ff_map.png
Scale bar: 20 um. Other sequential cells in the stronger gray, the rest of the logic in the fainter gray.
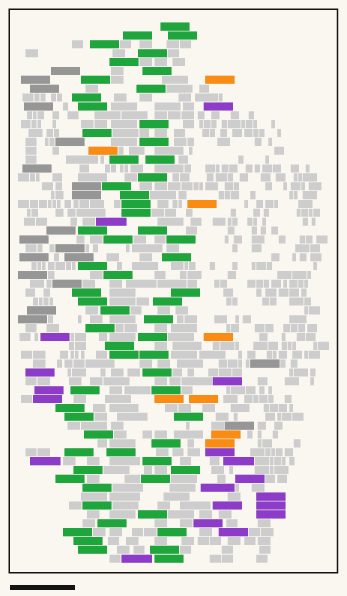
congestion_map.png
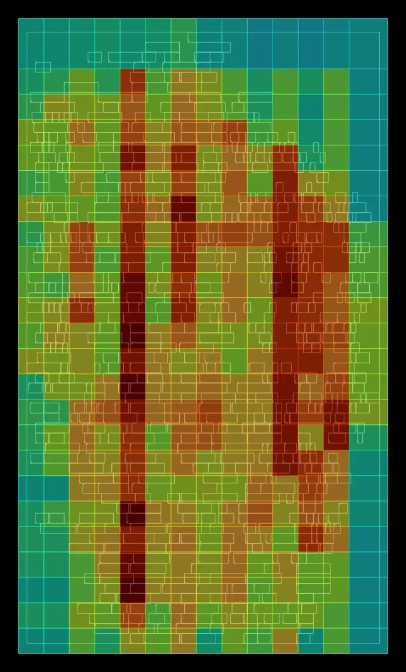
File: src/rtl/microseq_pkg.sv
`default_nettype none
// +--------------------------------------------------------------------------+
// | Module   : microseq_pkg                                                  |
// | Purpose  : Shared types and constants for the microsequencer: the ALU    |
// |            opcode and FSM state enums, the instruction field positions   |
// |            and the packed 19-bit instruction word layout.                |
// | Revision : 1.0  initial release                                          |
// +--------------------------------------------------------------------------+
package microseq_pkg;

  localparam int c_data_w   = 8;
  localparam int c_nregs    = 8;

  // Bit positions of the instruction fields
  localparam int c_op_hi     = 18;
  localparam int c_op_lo     = 16;
  localparam int c_wr_en_bit = 15;
  localparam int c_rd_hi     = 14;
  localparam int c_rd_lo     = 12;
  localparam int c_ra_hi     = 11;
  localparam int c_ra_lo     = 9;
  localparam int c_use_imm   = 8;
  localparam int c_imm_hi    = 7;
  localparam int c_imm_lo    = 0;

  typedef enum logic [2:0] {
    OP_ADD  = 3'd0,
    OP_SHL  = 3'd1,
    OP_SHR  = 3'd2,
    OP_AND  = 3'd3,
    OP_OR   = 3'd4,
    OP_XOR  = 3'd5,
    OP_NOT  = 3'd6,
    OP_HALT = 3'd7
  } op_t;

  typedef enum logic [2:0] {
    IDLE  = 3'd0,
    FETCH = 3'd1,
    EXEC  = 3'd2,
    WB    = 3'd3,
    DONE  = 3'd4
  } state_t;

  // Field order matches the bit positions above, MSB first.
  // When use_imm is clear, imm[2:0] carries the rb register index.
  typedef struct packed {
    op_t        op;
    logic       wr_en;
    logic [2:0] rd;
    logic [2:0] ra;
    logic       use_imm;
    logic [7:0] imm;
  } instr_t;

endpackage
`default_nettype wire

File: src/rtl/microseq_if.sv
`default_nettype none
// +--------------------------------------------------------------------------+
// | Module   : microseq_if                                                   |
// | Purpose  : Bundle of the sequencer's control, ROM and debug signals.     |
// |   master : executor side - drives rom_addr, busy, done, err, flags and   |
// |            dbg_data; receives start, rom_data and dbg_sel.               |
// |   slave  : environment side - the mirror image.                          |
// | Revision : 1.0  initial release                                          |
// +--------------------------------------------------------------------------+
interface microseq_if #(
  parameter int ADDR_W = 6,
  parameter int IW     = 19
);
  logic              start;
  logic [ADDR_W-1:0] rom_addr;
  logic [IW-1:0]     rom_data;
  logic              busy;
  logic              done;
  logic              err;
  logic              zero_flag;
  logic              carry_flag;
  logic [2:0]        dbg_sel;
  logic [7:0]        dbg_data;

  modport master (
    input  start, rom_data, dbg_sel,
    output rom_addr, busy, done, err, zero_flag, carry_flag, dbg_data
  );

  modport slave (
    output start, rom_data, dbg_sel,
    input  rom_addr, busy, done, err, zero_flag, carry_flag, dbg_data
  );
endinterface
`default_nettype wire

File: src/rtl/microseq_alu.sv
`default_nettype none
// +--------------------------------------------------------------------------+
// | Module   : microseq_alu                                                  |
// | Purpose  : Combinational 8-bit ALU for the microsequencer.               |
// | Ports    : op   in  opcode (HALT yields 0)                               |
// |            a,b  in  8-bit operands                                       |
// |            y    out 8-bit result                                         |
// |            cout out carry out of ADD, 0 for every other op               |
// | Revision : 1.0  initial release                                          |
// +--------------------------------------------------------------------------+
module microseq_alu
  import microseq_pkg::*;
(
  input  op_t        op,
  input  logic [7:0] a,
  input  logic [7:0] b,
  output logic [7:0] y,
  output logic       cout
);

  logic [8:0] w_sum;
  logic       w_shift_ovf;

  // Carry-in is always zero.
  assign w_sum = {1'b0, a} + {1'b0, b};

  // Shift amount is the full 8-bit B: anything of 8 or more clears the result.
  assign w_shift_ovf = |b[7:3];

  always_comb begin
    y    = '0;
    cout = 1'b0;
    case (op)
      OP_ADD: begin
        y    = w_sum[7:0];
        cout = w_sum[8];
      end
      OP_SHL:  y = w_shift_ovf ? 8'h00 : (a << b[2:0]);
      OP_SHR:  y = w_shift_ovf ? 8'h00 : (a >> b[2:0]);
      OP_AND:  y = a & b;
      OP_OR:   y = a | b;
      OP_XOR:  y = a ^ b;
      OP_NOT:  y = ~a;
      default: y = '0;
    endcase
  end

endmodule
`default_nettype wire

File: src/rtl/microseq_exec.sv
`default_nettype none
// +--------------------------------------------------------------------------+
// | Module   : microseq_exec                                                 |
// | Purpose  : Fetches 19-bit microinstructions from a combinational ROM,    |
// |            executes them on an 8 x 8-bit register file and writes back.  |
// |            Each non-HALT instruction takes FETCH, EXEC, WB; a run ends   |
// |            on HALT or after STEP_LIMIT instructions (with err set).      |
// | Ports    : clock  in  rising-edge clock                                  |
// |            reset  in  asynchronous active-low reset                      |
// |            bus    master modport: start, rom_addr/rom_data, busy, done,  |
// |                   err, zero_flag, carry_flag, dbg_sel/dbg_data           |
// | Revision : 1.0  initial release                                          |
// +--------------------------------------------------------------------------+
module microseq_exec
  import microseq_pkg::*;
#(
  parameter int ADDR_W     = 6,
  parameter int IW         = 19,
  parameter int STEP_LIMIT = 64
) (
  input  logic       clock,
  input  logic       reset,
  microseq_if.master bus
);

  localparam int c_sc_w = $clog2(STEP_LIMIT + 1);

  state_t            r_state;
  state_t            w_state_next;
  logic [ADDR_W-1:0] r_pc;
  instr_t            r_ir;
  logic [c_sc_w-1:0] r_steps;
  logic [7:0]        r_result;
  logic              r_err;
  logic              r_zero;
  logic              r_carry;
  logic [7:0]        r_regs [c_nregs];

  logic [IW-1:0]     w_rom_word;
  logic [7:0]        w_op_a;
  logic [7:0]        w_op_b;
  logic [7:0]        w_alu_y;
  logic              w_alu_cout;
  logic              w_step_last;
  logic              w_busy;
  logic              w_done;

  assign w_rom_word = bus.rom_data;

  // Operands are read from the register file during EXEC, so an instruction
  // whose rd matches ra or rb sees the old value.
  assign w_op_a = r_regs[r_ir.ra];
  assign w_op_b = r_ir.use_imm ? r_ir.imm : r_regs[r_ir.imm[2:0]];

  // The WB that completes this step is the STEP_LIMIT-th one.
  assign w_step_last = (r_steps == c_sc_w'(STEP_LIMIT - 1));

  microseq_alu u_alu (
    .op   (r_ir.op),
    .a    (w_op_a),
    .b    (w_op_b),
    .y    (w_alu_y),
    .cout (w_alu_cout)
  );

  // Next-state and status decode
  always_comb begin
    w_state_next = r_state;
    w_busy       = 1'b0;
    w_done       = 1'b0;
    case (r_state)
      IDLE: begin
        if (bus.start) w_state_next = FETCH;
      end
      FETCH: begin
        w_busy       = 1'b1;
        w_state_next = EXEC;
      end
      EXEC: begin
        w_busy       = 1'b1;
        w_state_next = (r_ir.op == OP_HALT) ? DONE : WB;
      end
      WB: begin
        w_busy       = 1'b1;
        w_state_next = w_step_last ? DONE : FETCH;
      end
      DONE: begin
        w_done       = 1'b1;
        w_state_next = IDLE;
      end
      default: w_state_next = IDLE;
    endcase
  end

  always_ff @(posedge clock or negedge reset) begin
    if (!reset) begin
      r_state  <= IDLE;
      r_pc     <= '0;
      r_ir     <= '0;
      r_steps  <= '0;
      r_result <= '0;
      r_err    <= 1'b0;
      r_zero   <= 1'b0;
      r_carry  <= 1'b0;
      for (int i = 0; i < c_nregs; i++) r_regs[i] <= '0;
    end else begin
      r_state <= w_state_next;
      case (r_state)
        IDLE: begin
          if (bus.start) begin
            r_pc    <= '0;
            r_steps <= '0;
            r_err   <= 1'b0;
          end
        end
        FETCH: r_ir <= instr_t'(w_rom_word);
        EXEC: begin
          // HALT leaves flags and the result register untouched.
          if (r_ir.op != OP_HALT) begin
            r_result <= w_alu_y;
            r_zero   <= (w_alu_y == 8'h00);
            r_carry  <= w_alu_cout;
          end
        end
        WB: begin
          if (r_ir.wr_en) r_regs[r_ir.rd] <= r_result;
          r_pc    <= r_pc + 1'b1;
          r_steps <= r_steps + 1'b1;
          if (w_step_last) r_err <= 1'b1;
        end
        default: ;
      endcase
    end
  end

  assign bus.rom_addr   = r_pc;
  assign bus.busy       = w_busy;
  assign bus.done       = w_done;
  assign bus.err        = r_err;
  assign bus.zero_flag  = r_zero;
  assign bus.carry_flag = r_carry;
  assign bus.dbg_data   = r_regs[bus.dbg_sel];

endmodule
`default_nettype wire

File: src/flat_wrapper.sv
// flat-port wrapper written by rule: the top's interface ports become plain ports
module microseq_exec_flat import microseq_pkg::*;
#(
  parameter int ADDR_W     = 6,
  parameter int IW         = 19,
  parameter int STEP_LIMIT = 64
)
  (clock, reset, bus_start, bus_rom_data, bus_dbg_sel, bus_rom_addr, bus_busy, bus_done, bus_err, bus_zero_flag, bus_carry_flag, bus_dbg_data);
  microseq_if #(.ADDR_W(ADDR_W), .IW(IW)) bus_i ();
  input  logic clock;
  input  logic reset;
  input wire logic [$bits(bus_i.start)-1:0] bus_start;
  input wire logic [$bits(bus_i.rom_data)-1:0] bus_rom_data;
  input wire logic [$bits(bus_i.dbg_sel)-1:0] bus_dbg_sel;
  output wire logic [$bits(bus_i.rom_addr)-1:0] bus_rom_addr;
  output wire logic [$bits(bus_i.busy)-1:0] bus_busy;
  output wire logic [$bits(bus_i.done)-1:0] bus_done;
  output wire logic [$bits(bus_i.err)-1:0] bus_err;
  output wire logic [$bits(bus_i.zero_flag)-1:0] bus_zero_flag;
  output wire logic [$bits(bus_i.carry_flag)-1:0] bus_carry_flag;
  output wire logic [$bits(bus_i.dbg_data)-1:0] bus_dbg_data;
  assign bus_i.start = bus_start;
  assign bus_i.rom_data = bus_rom_data;
  assign bus_i.dbg_sel = bus_dbg_sel;
  assign bus_rom_addr = bus_i.rom_addr;
  assign bus_busy = bus_i.busy;
  assign bus_done = bus_i.done;
  assign bus_err = bus_i.err;
  assign bus_zero_flag = bus_i.zero_flag;
  assign bus_carry_flag = bus_i.carry_flag;
  assign bus_dbg_data = bus_i.dbg_data;
  microseq_exec #(.ADDR_W(ADDR_W), .IW(IW), .STEP_LIMIT(STEP_LIMIT)) u_core (.clock(clock), .reset(reset), .bus(bus_i));
endmodule
File: config.mk
export PLATFORM = sky130hd
export DESIGN_NAME = microseq_exec_flat
export DESIGN_NICKNAME = d
export VERILOG_FILES = /design/src/rtl/microseq_pkg.sv /design/src/rtl/microseq_if.sv /design/src/rtl/microseq_alu.sv /design/src/rtl/microseq_exec.sv /design/src/flat_wrapper.sv
export SDC_FILE = /design/constraint.sdc
export NUM_CORES = 1
export LEC_CHECK = 0
export CORE_ASPECT_RATIO = 1.75
export CORE_MARGIN = 2
export CORE_UTILIZATION = 45
export DETAILED_ROUTE_END_ITERATION = 10
export GPL_TIMING_DRIVEN = 0
export PLACE_DENSITY_LB_ADDON = 0.2
export REMOVE_ABC_BUFFERS = 1
export SLEW_MARGIN = 20
export SYNTH_ARGS = -nofsm -noshare
export SYNTH_HDL_FRONTEND = slang
export SYNTH_SLANG_ARGS = --single-unit
File: constraint.sdc
create_clock -name clock -period 4.7 [get_ports clock]
set_input_delay 0.94 -clock clock [delete_from_list [all_inputs] [get_ports clock]]
set_output_delay 0.94 -clock clock [all_outputs]
set_load 0.01 [all_outputs]
==> impl_metrics.env <==
# implementation run metrics
export IMPL_dp_hpwl_um=14990
export IMPL_fill_cells=1408
export IMPL_clkPwrFrac_pct=12.3
export IMPL_clk_share_pct=3.551
export IMPL_yosys_cell_types_count=64
export IMPL_critical_path_class="flip-flop to flip-flop"
export IMPL_top_layer_used="met4"
export IMPL_dominant_cells="multi-input combinational cells"
export IMPL_p_leak_nw=3.502
export IMPL_num_vias=5597
export IMPL_diodes=0
export IMPL_drv_slew=0
export IMPL_ys_cells=636
export IMPL_synthCells=636
export IMPL_dp_cells=837
export IMPL_fp_dieW_um=100.2
export IMPL_path_clk_slew_ns=0.08
export IMPL_core_area_sq_mm=0.01588
export IMPL_post_place_ws_ns=-0.5785
export IMPL_finalPower_mw=6.078
export IMPL_vias_per_cell=6.554
export IMPL_setup_viol=0
export IMPL_drcViolationCount=0
export IMPL_p_comb_share_pct=55.2
export IMPL_max_freq_ghz=0.2185
export IMPL_crit_arrival_ns=4.83
export IMPL_r2r_cells=14
export IMPL_met3_length_um=809
export IMPL_io_pins=44
export IMPL_yosysWarnings=0
export IMPL_clkSinkCount=110
export IMPL_lay_top_count="dfrtp_1"
export IMPL_setup_tns_ns=0
export IMPL_tool_warnings=32
export IMPL_min_period_over_period_pct=97.39
export IMPL_ir_worst_vdd_v=0.0003540
export IMPL_dieArea_sq_mm=0.01727
export IMPL_buffers=51
export IMPL_clockBufferCount=9
export IMPL_logic_gates=467
export IMPL_finClkSkew_ns=0.007779
export IMPL_buffer_area_share_pct=6.230
export IMPL_powerClk_mw=0.749
export IMPL_finalHoldViolations=0
export IMPL_cts_hold_buf=0
export IMPL_cp_start_kind="flip-flop"
export IMPL_drt_iter0_drc=387
export IMPL_overflow=0
export IMPL_seqPwrFrac_pct=32.5
export IMPL_synth_edff_count=0
export IMPL_final_layout_top_logic_cells="105 x dfrtp_1, 99 x mux2_2, 44 x nand2_1"
export IMPL_outcome="finished, final reports clean"
export IMPL_ys_top_cells_by_count="110 x dfrtp_1, 99 x mux2_2, 44 x nand2_1, 38 x o21ai_0, 31 x mux4_2"
export IMPL_maxCapViolCount=0
export IMPL_top_register="u_core.r_regs"
export IMPL_fin_cells=854
export IMPL_synth_seq_share_pct=37.76
export IMPL_yosys_top_cells_area="dfrtp_1 38%, mux2_2 15%, mux4_2 9.6%"
export IMPL_clock_latency_ns=0.35
export IMPL_use_met1_pct=28.11
export IMPL_crit_fanout=16
export IMPL_top_cell="dfrtp_1"
export IMPL_r2r_start="u_core.r_ir[1]"
export IMPL_gp_routability_congestion=0.9224
export IMPL_nonClockInverterCount=21
export IMPL_final_nets=704
export IMPL_finalWirelength_um=20100
export IMPL_fin_area_sq_mm=0.008174
export IMPL_grt_max_degree=81
export IMPL_post_route_min_period_ns=4.577
export IMPL_crit_start="u_core.r_ir[1]"
export IMPL_fp_util_pct=45.92
export IMPL_synth_flops=110
export IMPL_flop_cell="dfrtp_1"
export IMPL_grt_antenna_before_repair=0
export IMPL_die_size_y_um=172.4
export IMPL_cts_tree="done"
export IMPL_pg_comb_mw=3.36
export IMPL_max_slew_margin_pct=25.59
export IMPL_reg_top3="u_core.r_regs: 64 flops, u_core.r_ir: 19 flops, u_core.r_result: 8 flops"
export IMPL_cts_root_buffer="clkbuf_16"
export IMPL_antenna_left=0
export IMPL_r2r_end="u_core.bus.zero_flag"
export IMPL_yosysTopAreaCellShare_pct=37.76
export IMPL_ys_chip_area_sq_mm=0.007289
export IMPL_hold_slack_ns=0.4623
export IMPL_drive_above_1_share_pct=27.97
export IMPL_cts_buffers=9
export IMPL_rows=61
export IMPL_power_top_group="combinational logic"
export IMPL_async_flop_share_pct=100.0
export IMPL_rsz0062_at_grt="no"
export IMPL_cp_endpoint="u_core.bus.zero_flag"
export IMPL_use_met2_pct=44.30
export IMPL_postCtsResizedCells=6
export IMPL_grt_first_pass_wirelength_um=32060
export IMPL_met1_length_um=7442
export IMPL_syn_area_sq_mm=0.007289
export IMPL_combGateArea_sq_mm=0.004298
export IMPL_p_int_mw=3.282
export IMPL_critical_path_endpoint_type="flip-flop"
export IMPL_fin_ws_ns=0.1227
export IMPL_io_buffers=43
## Picture notes: ff_map.png
color	name in the netlist	placed flops
orange	`u_core.r_result`	8
green	`u_core.r_regs`	64
purple	`u_core.r_ir`	19
Flop area: 0.002761 sq mm
Seq. pwr: 1.97 mW

## Picture notes: congestion_map.png
GRT Util Overall: 24.44%
met3 usage: 2.789%
final core occ: 51.49%
busiest layer in global routing: met2
WL per Instance: 23.54 um

==> kinds of logic (layout without fill, tap and decap cells) <==
family	count (synthesis)	count (layout)	synth area share, %
muxes	161	161	31.31
AOI/OAI and AO/OA	144	144	13.75
and+or+nand+nor	135	136	9.097
DFF	110	110	37.76
buffers and inverters	60	88	3.982
adders and majority gates	19	19	3.261
xor gates and xnor gates	7	7	0.8411
==> critical path, cell delays in order (launching register included) <==
cell	delay, ns
dfrtp_2	0.57
or3b_2	0.60
o22ai_2	0.35
or2_4	0.29
inv_2	0.13
ha_1	0.35
ha_1	0.31
mux2i_1	0.13
nor2_1	0.05
a311oi_1	0.27
a31oi_1	0.11
a31oi_1	0.29
o211ai_1	0.20
or4_1	0.48
o41ai_2	0.35
No activity file was given, so power comes from the tool's default toggle rates.
